run_1/sizing.png
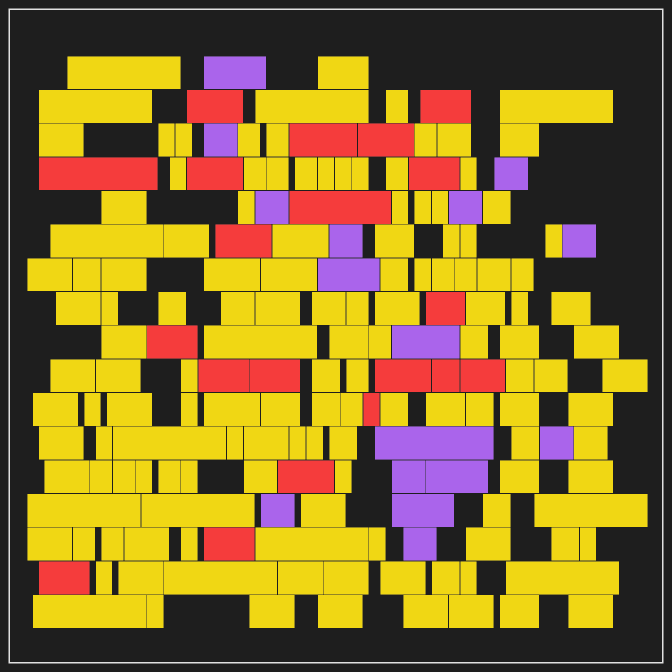
run_1/ff_map.png
Scale bar: 20 um.
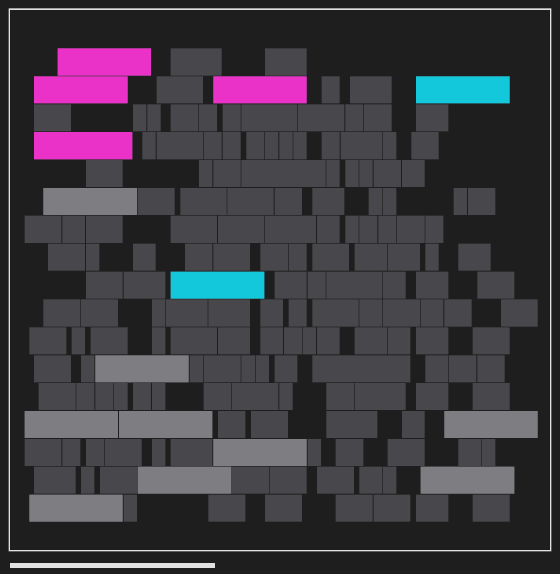
run_1/route_heat.png
11 x 11 tiles, from dark blue (low) to red (high), scaled to the fullest tile. Values are wire area over tile area, all layers added.
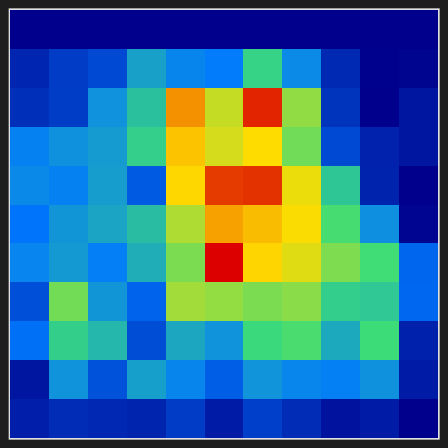
run_1/clock_wires.png
Scale bar: 20 um.
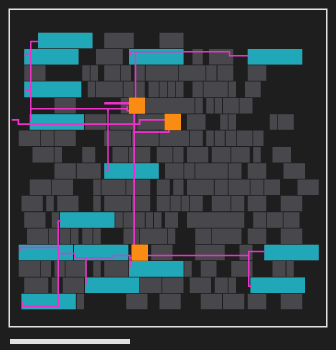
**src/rtl/ahb_split_arbiter_if.sv**
```systemverilog
// Arbiter-facing AHB signal bundle: requests, muxed bus status and split releases in;
// grant, master index, lock status and split mask out.
interface ahb_split_arbiter_if #(
   parameter int NUM_MASTERS = 4,
   parameter int MW          = $clog2(NUM_MASTERS)
);
   logic [NUM_MASTERS-1:0] HBUSREQ;
   logic [NUM_MASTERS-1:0] HLOCK;
   logic [1:0]             HTRANS;
   logic                   HREADY;
   logic [1:0]             HRESP;
   logic [NUM_MASTERS-1:0] HSPLIT;
   logic [NUM_MASTERS-1:0] HGRANT;
   logic [MW-1:0]          HMASTER;
   logic                   HMASTLOCK;
   logic [NUM_MASTERS-1:0] split_mask;

   // Bus side: masters, muxes and slaves feeding the arbiter.
   modport master (
      output HBUSREQ, HLOCK, HTRANS, HREADY, HRESP, HSPLIT,
      input  HGRANT, HMASTER, HMASTLOCK, split_mask
   );

   // Arbiter side.
   modport slave (
      input  HBUSREQ, HLOCK, HTRANS, HREADY, HRESP, HSPLIT,
      output HGRANT, HMASTER, HMASTLOCK, split_mask
   );
endinterface

```
**src/rtl/ahb_split_arbiter.sv**
```systemverilog
// Split-aware round-robin AHB arbiter: masters that get a SPLIT response are parked
// until a slave releases them through HSPLIT.
module ahb_split_arbiter #(
   parameter int NUM_MASTERS    = 4,
   parameter int DEFAULT_MASTER = 0,
   parameter int MW             = $clog2(NUM_MASTERS)
) (
   input  logic               HCLK,
   input  logic               HRESET,
   ahb_split_arbiter_if.slave bus
);
   localparam logic [1:0] TR_IDLE    = 2'd0;
   localparam logic [1:0] TR_BUSY    = 2'd1;
   localparam logic [1:0] TR_SEQ     = 2'd3;
   localparam logic [1:0] RESP_SPLIT = 2'd3;
   localparam logic [MW-1:0]          DEF_IDX = MW'(DEFAULT_MASTER);
   localparam logic [NUM_MASTERS-1:0] DEF_OH  = NUM_MASTERS'(1) << DEFAULT_MASTER;

   logic [NUM_MASTERS-1:0] hgrant_q, hgrant_d;
   logic [NUM_MASTERS-1:0] split_mask_q, split_mask_d;
   logic [NUM_MASTERS-1:0] split_set, eligible;
   logic [MW-1:0]          hmaster_q, dmaster_q, ptr_q, ptr_d, grant_idx;
   logic                   hmastlock_q, split_hit, lock_hold, burst_hold, found;

   function automatic int rr_idx(input logic [MW-1:0] base, input int step);
      return (int'(base) + step) % NUM_MASTERS;
   endfunction

   always_comb begin
      grant_idx = '0;
      for (int i = 0; i < NUM_MASTERS; i++) begin
         if (hgrant_q[i]) grant_idx = MW'(i);
      end
   end

   // The default master is never parked, so a SPLIT aimed at it is dropped.
   assign split_hit    = bus.HREADY && (bus.HRESP == RESP_SPLIT) && (dmaster_q != DEF_IDX);
   assign split_set    = split_hit ? (NUM_MASTERS'(1) << dmaster_q) : '0;
   assign split_mask_d = (split_mask_q & ~bus.HSPLIT) | split_set;
   assign eligible     = bus.HBUSREQ & ~split_mask_q & ~split_set;

   assign lock_hold  = hmastlock_q && (bus.HTRANS != TR_IDLE) && !split_hit;
   assign burst_hold = bus.HBUSREQ[grant_idx]
                       && ((bus.HTRANS == TR_SEQ) || (bus.HTRANS == TR_BUSY))
                       && !(split_hit && (dmaster_q == grant_idx));

   always_comb begin
      hgrant_d = DEF_OH;
      ptr_d    = ptr_q;
      found    = 1'b0;
      if (lock_hold || burst_hold) begin
         hgrant_d = hgrant_q;
      end else begin
         for (int k = 1; k <= NUM_MASTERS; k++) begin
            if (!found && eligible[rr_idx(ptr_q, k)]) begin
               found    = 1'b1;
               hgrant_d = NUM_MASTERS'(1) << rr_idx(ptr_q, k);
               ptr_d    = MW'(rr_idx(ptr_q, k));
            end
         end
      end
   end

   // Split release is honoured even while the bus is stalled; all else waits for HREADY.
   always_ff @(posedge HCLK or posedge HRESET) begin
      if (HRESET) begin
         hgrant_q     <= DEF_OH;
         hmaster_q    <= DEF_IDX;
         dmaster_q    <= DEF_IDX;
         ptr_q        <= DEF_IDX;
         hmastlock_q  <= 1'b0;
         split_mask_q <= '0;
      end else begin
         split_mask_q <= split_mask_d;
         if (bus.HREADY) begin
            dmaster_q   <= hmaster_q;
            hmaster_q   <= grant_idx;
            hmastlock_q <= bus.HLOCK[grant_idx];
            hgrant_q    <= hgrant_d;
            ptr_q       <= ptr_d;
         end
      end
   end

   assign bus.HGRANT     = hgrant_q;
   assign bus.HMASTER    = hmaster_q;
   assign bus.HMASTLOCK  = hmastlock_q;
   assign bus.split_mask = split_mask_q;
endmodule

```
**src/flat_wrapper.sv**
```systemverilog
// flat-port wrapper written by rule: the top's interface ports become plain ports
module ahb_split_arbiter_flat 
#(
   parameter int NUM_MASTERS    = 4,
   parameter int DEFAULT_MASTER = 0,
   parameter int MW             = $clog2(NUM_MASTERS)
)
  (HCLK, HRESET, bus_HBUSREQ, bus_HLOCK, bus_HTRANS, bus_HREADY, bus_HRESP, bus_HSPLIT, bus_HGRANT, bus_HMASTER, bus_HMASTLOCK, bus_split_mask);
  ahb_split_arbiter_if #(.NUM_MASTERS(NUM_MASTERS), .MW(MW)) bus_i ();
  input  logic HCLK;
  input  logic HRESET;
  input wire logic [$bits(bus_i.HBUSREQ)-1:0] bus_HBUSREQ;
  input wire logic [$bits(bus_i.HLOCK)-1:0] bus_HLOCK;
  input wire logic [$bits(bus_i.HTRANS)-1:0] bus_HTRANS;
  input wire logic [$bits(bus_i.HREADY)-1:0] bus_HREADY;
  input wire logic [$bits(bus_i.HRESP)-1:0] bus_HRESP;
  input wire logic [$bits(bus_i.HSPLIT)-1:0] bus_HSPLIT;
  output wire logic [$bits(bus_i.HGRANT)-1:0] bus_HGRANT;
  output wire logic [$bits(bus_i.HMASTER)-1:0] bus_HMASTER;
  output wire logic [$bits(bus_i.HMASTLOCK)-1:0] bus_HMASTLOCK;
  output wire logic [$bits(bus_i.split_mask)-1:0] bus_split_mask;
  assign bus_i.HBUSREQ = bus_HBUSREQ;
  assign bus_i.HLOCK = bus_HLOCK;
  assign bus_i.HTRANS = bus_HTRANS;
  assign bus_i.HREADY = bus_HREADY;
  assign bus_i.HRESP = bus_HRESP;
  assign bus_i.HSPLIT = bus_HSPLIT;
  assign bus_HGRANT = bus_i.HGRANT;
  assign bus_HMASTER = bus_i.HMASTER;
  assign bus_HMASTLOCK = bus_i.HMASTLOCK;
  assign bus_split_mask = bus_i.split_mask;
  ahb_split_arbiter #(.NUM_MASTERS(NUM_MASTERS), .DEFAULT_MASTER(DEFAULT_MASTER), .MW(MW)) u_core (.HCLK(HCLK), .HRESET(HRESET), .bus(bus_i));
endmodule
```
**config.mk**
```make
export PLATFORM = sky130hd
export DESIGN_NAME = ahb_split_arbiter_flat
export DESIGN_NICKNAME = d
export VERILOG_FILES = /design/src/rtl/ahb_split_arbiter_if.sv /design/src/rtl/ahb_split_arbiter.sv /design/src/flat_wrapper.sv
export SDC_FILE = /design/constraint.sdc
export NUM_CORES = 1
export LEC_CHECK = 0
export CAP_MARGIN = 30
export CORE_UTILIZATION = 50
export CTS_CLUSTER_SIZE = 12
export DETAILED_ROUTE_END_ITERATION = 7
export HOLD_SLACK_MARGIN = 0.02
export PLACE_DENSITY = 0.84
export SLEW_MARGIN = 20
export SYNTH_ARGS = -nofsm -noshare
export SYNTH_HDL_FRONTEND = slang
export SYNTH_SLANG_ARGS = --single-unit
```
**constraint.sdc**
```tcl
create_clock -name HCLK -period 2.65 [get_ports HCLK]
set_clock_uncertainty 0.15 [all_clocks]
set_input_delay 0.3975 -clock HCLK [delete_from_list [all_inputs] [get_ports HCLK]]
set_output_delay 0.3975 -clock HCLK [all_outputs]
set_load 0.01 [all_outputs]
```
==> job_summary.md, run 1 <==
### Metrics collected by this job

| Metric | Value |
|---|---|
| Area fraction of clock buffers and clock inverters | 1.58% |
| Critical Path Stages | 7 |
| Overall power after layout | 1810 uW |
| Synthesized netlist cell count | 138 |
| Via count normalized by instance count | 6.24 |
| R2R setup slack | 0.34 ns |
| Post-synth regs | 15 |
| Detailed Place HPWL | 2.65 mm |
| Start point of the critical path | u_core.ptr_q[1]$_DFFE_PP0P_ |
| Start-to-end type of the worst setup path | flip-flop to flip-flop |
| Worst setup path endpoint | u_core.bus.HGRANT[3]$_DFFE_PP0P_ |
| Final nets | 198 |
| Placed inst area | 1640 um2 |
| Flop pwr share | 24.8% |
| DRC violation total after the first TritonRoute iteration | 33 |
| Post-CTS Setup Repair Bufs | 0 |
| I/O pin count | 30 |
| Final setup violation count | 0 |
| Number of warnings reported in the yosys synthesis log | 0 |
| Buffers added on ports | 29 |
| Total die size | 2770 um2 |
| Unrepaired setup endpoints after global routing | no |
| Origin of the critical flop-to-flop path | u_core.ptr_q[1]$_DFFE_PP0P_ |
| Largest non-sequential cell family by area | AND-OR/OR-AND gates |
| Flops | 15 |
| Tally of max-capacitance violations | 0 |
| Part of the Yosys area used for sequential elements | 29.3% |
| PD cells | 1090 nW/um2 |
| Cell leakage power | 0.000677 uW |
| Post-DRT Antenna Nets | 0 |
| Portion of total power attributed to combinational logic | 67.5% |
| Commonest Layout Cell | clkdlybuf4s50_1 |
| Terminus of the critical flop-to-flop path | u_core.bus.HGRANT[3]$_DFFE_PP0P_ |
| Syn Area/Cell | 9.30 um2 |
| Cell area after technology mapping | 1280 um2 |
| CTS sink cnt | 15 |
| XOR-XNOR Cells, Area Fraction | 2.05% |
| EDFF count, synth | 0 |
| Cell family contributing the most delay on the critical path | AND-OR/OR-AND gates |
| Logic Gate Count | 108 |
| Number of remaining DRC errors | 0 |
| Number of hold buffers added after cts | 0 |
| Number of warning messages in the logs | 29 |
| Final Max-Slew Violation Tally | 0 |
| Combined buffer and inverter count along the critical path | 2 |
| Portion of the layout cell area used by non-clock buffers | 20.6% |
| IR drop worst, VDD | 734 uV |
| # Cells Yosys | 138 |
| Most used DFF post-synth | dfrtp_1 |
| Worst slew margin | 59.0% |
| Async set or reset register ratio after synthesis | 100% |
| Starting utilization of the core area | 55.4% |
| Placer's final routability congestion estimate | 0.924 |
| Multi-input gate area in the final layout | 840 um2 |
| Total iterations of the first detailed-routing run | 4 |
| Final-report hold violation count | 0 |
| Largest area class, layout | combinational gates |
| Number of clock buffers inserted by TritonCTS | 3 |
| ANT cells | 0 |
| Switching component of the power | 852 uW |
| Reg2reg path depth | 7 |
| CP endpoint kind | flip-flop |
| Max Freq | 433 MHz |
| Stage delay of the slowest cell on the critical path | 0.55 ns |
| Slew at the pin closest to its max-slew limit | 0.615 ns |
| CTS HTree Levels | 1 |
| Buffer levels on the longest clock path | 2 |
| Post-synthesis share of cell area spent on and-or and or-and gates | 27.5% |
| First-pass GRT wire length | 5.63 mm |
| Maximum fanout along the worst path | 7 |
| Logic share of the area | 50.5% |
| Setup TNS | 0 ns |
| Outcome | completed |
| Residual overflow from global routing | 0 |
| Area fraction in mux cells | 6.82% |
| Number of cell rows | 17 |
| Minimum clock period after layout | 2.31 ns |
| Die outline height | 52.7 um |
| Antenna violations before repair | 0 |
| Clock-pin slew on the worst setup and hold paths | 0.09 ns |
| Count of cells resized by post-cts repair | 0 |
| Number of tapcells | 28 |
| Commonest non-fill, non-tap cells in the layout | clkdlybuf4s50_1, dfrtp_1, nor2_1 |
| Non-CTS inverters | 11 |
| Required time of the worst setup path | 2.72 ns |
| Pin count of the biggest net entering global routing | 16 |
| Area of the core | 2320 um2 |
| Kind of start point of the critical path | flip-flop |
| Fin crit share | 87.2% |
| Share of synthesized cell area in and, or, nand and nor gates | 24.4% |
| Ratio of cells with drive above 1 in the final layout | 20.7% |
| Area reported by Yosys stat | 1280 um2 |
| Path category of the worst min-delay check | input port to asynchronous set/reset pin |
| Crit path cell chain | inv_2 -> ha_1 -> inv_1 -> nand3_1 -> and2_1 -> a2111o_1 -> o221ai_2 |
| Adder and majority gate portion of the synthesized area | 4.68% |
| Post-place setup slack | 0.116 ns |
| Switching part of the total power | 47.0% |
| Library cells used by synthesis | 53 |
-- sizing.png (at the start) --
size	colour	cells
x3 and x4	purple	16
x1 and smaller	yellow	138
x2	red	20
Area Growth Syn to Fin: 29.4%
slack of the critical path: 0.339 ns
Plain + repair buffers: 36
cell area after layout: 1660 um2

-- ff_map.png (at the start) --
signal	colour	sequential cells
u_core.ptr_q	cyan	2
u_core.bus.HGRANT	magenta	4
not coloured	9
total sequential power: 449 uW
core occupancy in the finished layout: 71.7%
sequential cell area in the final layout: 377 um2

-- route_heat.png (at the start) --
fullest tile	0.64
densest ninth of the die	centre
mean over tiles	0.21
emptiest ninth of the die	upper right
nearly empty tiles	14%
post-detailed-route wirelength per cell: 16.9 um
total via count in the routed design: 1261
global-route usage over all layers: 28.0%
overall routed net length: 3.42 mm

-- clock_wires.png (at the start) --
[clock-net drivers] orange | count: 3
[flip-flops] cyan | count: 15
[clock wires] magenta | length: 221 um
flops lie	widely spread
relative contribution of the clock network to total power: 7.7%
clock-net power: 140 uW
clk latency late pin: 0.30 ns

run 1: flip-flops by register name, indices dropped and copies added (netlist names):
signal / cells
u_core.bus.HMASTLOCK: 1
u_core.ptr_q: 2
u_core.bus.split_mask: 4
u_core.bus.HGRANT: 4
u_core.bus.HMASTER: 2
u_core.dmaster_q: 2
run 1: power by group through the flow:
stage / Combinational, uW / Clock, uW / Sequential, uW
floorplan: 861 / 0 / 422
global placement: 1170 / 0 / 443
detailed placement: 1190 / 0 / 449
CTS: 1200 / 139 / 444
global route: 1330 / 152 / 460
finish: 1220 / 140 / 449
run 1: per-layer routing:
layer | vias up | GRT usage (%) | share of wire (%) | routed length [um]
li1 | 587 | - | - | -
met1 | 594 | 35.0 | 43 | 1460
met2 | 67 | 46.2 | 46 | 1560
met3 | 13 | 4.93 | 8.0 | 273
met4 | 0 | 13.2 | 3.6 | 124
met5 | - | 0 | 0 | 0
run 1: cell usage after synthesis (all sizes together), types with 2 or more instances:
library cell  number  area, um2
o21a               2       15.0
buf                3       22.5
o311a              2       21.3
a21oi              7       38.8
o211ai             5       57.6
nand2             10       37.5
o221ai             3       32.5
o311ai             2       35.0
nor3b              2       15.0
a211oi             3       32.5
o21ai              5       25.0
mux2               4       45.0
o22ai              6       37.5
mux2i              2       20.0
xnor2              2       17.5
o221a              2       22.5
and3b              2       17.5
nand2b             6       52.6
inv               11       41.3
nand3             10       55.1
dfrtp             14        350
nor2              12       45.0
ha                 4       50.1
nor2b              2       12.5
run 1: per-stage QoR:
stage               hold WS (ns)  instances
global route               0.368        202
finish                     0.318        202
floorplan                  0.148        138
CTS                        0.345        202
detailed placement         0.348        198
global placement           0.352        198
==> run 1 -> run 2 <==
CELL_PAD_IN_SITES_DETAIL_PLACEMENT = 0   (was not set)
CELL_PAD_IN_SITES_GLOBAL_PLACEMENT = 1   (was not set)
CORE_UTILIZATION = 37   (was 50)
CTS_CLUSTER_SIZE = not set   (was 12)
PLACE_DENSITY = 0.83   (was 0.84)
==> job_summary.md, run 2 <==
### Metrics collected by this job

| Metric | Value |
|---|---|
| Post-place setup slack | 0.142 ns (was 0.116 ns) |
| I/O pin count | 30 (unchanged) |
| Fin crit share | 90.3% (was 87.2%) |
| Area reported by Yosys stat | 1280 um2 (unchanged) |
| Post-CTS Setup Repair Bufs | 0 (unchanged) |
| Clock-pin slew on the worst setup and hold paths | 0.09 ns (about the same) |
| EDFF count, synth | 0 (unchanged) |
| Final-report hold violation count | 0 (unchanged) |
| Part of the Yosys area used for sequential elements | 29.3% (unchanged) |
| Count leader, synth | dfrtp_1 (unchanged) |
| Terminus of the critical flop-to-flop path | u_core.bus.HGRANT[3]$_DFFE_PP0P_ (unchanged) |
| Non-filler cells in the finished layout | 222 (was 202) |
| Origin of the critical flop-to-flop path | u_core.ptr_q[1]$_DFFE_PP0P_ (unchanged) |
| Post-detailed-route wirelength per cell | 15.2 um (was 16.9 um) |
| R2R setup slack | 0.26 ns (was 0.34 ns) |
| Number of remaining DRC errors | 0 (unchanged) |
| Worst slew margin | 58.1% (was 59.0%) |
| Outcome | completed (unchanged) |
| Slew at the pin closest to its max-slew limit | 0.628 ns (was 0.615 ns) |
| Placed cells | 218 (was 198) |
| Commonest cells in the netlist | dfrtp_1, nor2_1, inv_1, nand2_1, nand3_1 (unchanged) |
| Pin count of the biggest net entering global routing | 16 (unchanged) |
| ANT cells | 0 (unchanged) |
| CP endpoint kind | flip-flop (unchanged) |
| Commonest non-fill, non-tap cells in the layout | clkdlybuf4s50_1, dfrtp_1, nor2_1 (unchanged) |
| Kind of start point of the critical path | flip-flop (unchanged) |
| IR drop worst, VDD | 457 uV (was 734 uV) |
| Cell family contributing the most delay on the critical path | AND-OR/OR-AND gates (unchanged) |
| Path category of the worst min-delay check | input port to asynchronous set/reset pin (unchanged) |
| Antenna violations before repair | 0 (unchanged) |
| Stage delay of the slowest cell on the critical path | 0.54 ns (was 0.55 ns) |
| Maximum fanout along the worst path | 7 (unchanged) |
| Minimum clock period after layout | 2.39 ns (was 2.31 ns) |
| CTS HTree Levels | 1 (unchanged) |
| Required time of the worst setup path | 2.71 ns (was 2.72 ns) |
| DRC violation total after the first TritonRoute iteration | 66 (was 33) |
| Final nets | 200 (was 198) |
| Synthesized netlist cell count | 138 (unchanged) |
| Cell type with the highest aggregate area in the netlist | dfrtp_1 (unchanged) |
| Slack of the critical path | 0.257 ns (was 0.339 ns) |
| Most used DFF post-synth | dfrtp_1 (unchanged) |
| Async set or reset register ratio after synthesis | 100% (unchanged) |
| Start point of the critical path | u_core.ptr_q[1]$_DFFE_PP0P_ (unchanged) |
| Max Freq | 418 MHz (was 433 MHz) |
| # Cells Yosys | 138 (unchanged) |
| Number of clock buffers inserted by TritonCTS | 3 (unchanged) |
| Die outline height | 60.9 um (was 52.7 um) |
| Count of cells resized by post-cts repair | 0 (unchanged) |
| Share of the synthesized area in the top cell type | 27.3% (unchanged) |
| Residual overflow from global routing | 0 (unchanged) |
| Unrepaired setup endpoints after global routing | no (unchanged) |
| Commonest Layout Cell | clkdlybuf4s50_1 (unchanged) |
| Total iterations of the first detailed-routing run | 4 (unchanged) |
| Cell leakage power | 0.000686 uW (was 0.000677 uW) |
| Total via count in the routed design | 1245 (was 1261) |
| Core occupancy in the finished layout | 50.9% (was 71.7%) |
| Library cells used by synthesis | 53 (unchanged) |
| Placer's final routability congestion estimate | 0.856 (was 0.924) |
| Top cells by area in the synthesized netlist | dfrtp_1, ha_1, o211ai_2 (unchanged) |
| Buffers added on ports | 29 (unchanged) |
| CTS sink cnt | 15 (unchanged) |
| Buffer levels on the longest clock path | 2 (unchanged) |
| Post-synth regs | 15 (unchanged) |
| Global-route usage over all layers | 20.1% (was 28.0%) |
| First-pass GRT wire length | 5.47 mm (was 5.63 mm) |
| Detailed Place HPWL | 2.66 mm (was 2.65 mm) |
| Area of the core | 3340 um2 (was 2320 um2) |
-- run 2: worst max-delay path by stage --
stage	cells past startpoint	slack [ns]	to
finish	7	0.26	u_core.bus.HGRANT[3]$_DFFE_PP0P_
global route	7	0.09	u_core.bus.HGRANT[3]$_DFFE_PP0P_
CTS	7	0.26	u_core.bus.HGRANT[3]$_DFFE_PP0P_
detailed placement	7	0.14	u_core.bus.HGRANT[1]$_DFFE_PP0P_
global placement	7	0.12	u_core.bus.HGRANT[1]$_DFFE_PP0P_
floorplan	8	0.42	u_core.bus.HGRANT[3]$_DFFE_PP0P_
-- run 2: logic make-up (layout without fill, tap and decap cells) --
kind of cell             count (synthesis)  in the layout  share of synthesized area [%]
AND/OR/NAND/NOR                         53             53                           24.4
multiplexers                             7              7                           6.82
buffers and inverters                   15             53                           5.26
adder cells (fa/ha/maj)                  5              5                           4.68
XOR/XNOR                                 3              3                           2.05
AND-OR/OR-AND                           40             40                           27.5
flip-flops                              15             15                           29.3
-- run 2: per-layer routing --
metal  vias to the layer above  part of all wire, %  routed length, um  track usage, %
met3                         4                  5.6                190            1.92
met2                        50                   48               1620            32.7
met5                         -                    0                  0               0
met4                         0                 0.86                 29            5.84
met1                       595                   46               1540            28.5
li1                        596                    -                  -               -
-- run 2: stage by stage --
stage	hold slack (ns)	total power, uW
finish	0.336	1780
global route	0.372	1920
CTS	0.344	1780
detailed placement	0.342	1630
global placement	0.337	1620
floorplan	0.148	1280
-- run 2: cell type report --
class,count,area (um2),share of cell area [%]
multi-input cells,108,840,49.4
flip-flops and latches,15,377,22.2
repair buffers,38,358,21.1
well taps,46,57.6,3.39
inverters,11,41.3,2.43
clock buffers,4,26.3,1.55
-- run 2: power by group --
part | internal (uW) | switching [uW]
combinational | 587 | 611
sequential | 314 | 136
clock | 58.4 | 75.5
total | 959 | 822
run_2/clock_wires.png
Scale bar: 20 um.
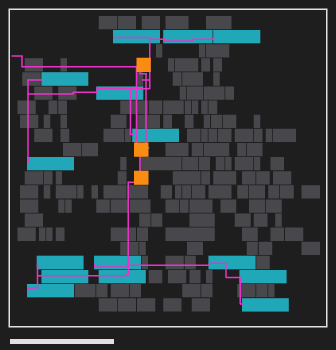
[clock-net drivers] orange | count: 3
[clock wires] magenta | length: 231 um
[flip-flops] cyan | count: 15
routed clock nets	4
flops lie	widely spread
relative contribution of the clock network to total power: 7.5%
clk latency late pin: 0.28 ns
clock-net power: 134 uW

run_2/sizing.png
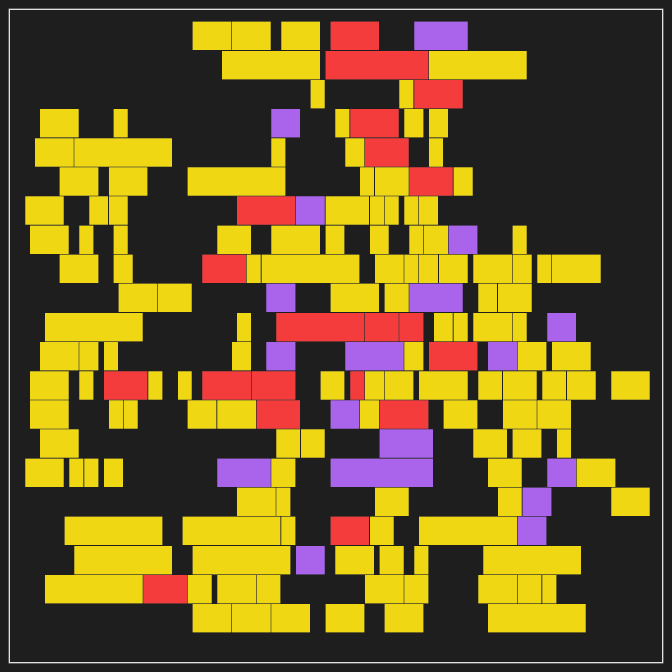
size	colour	cells
x1 and smaller	yellow	138
x2	red	20
x3 and x4	purple	18
cell area after layout: 1700 um2
Area Growth Syn to Fin: 32.4%

No activity file was given, so power comes from the tool's default toggle rates.
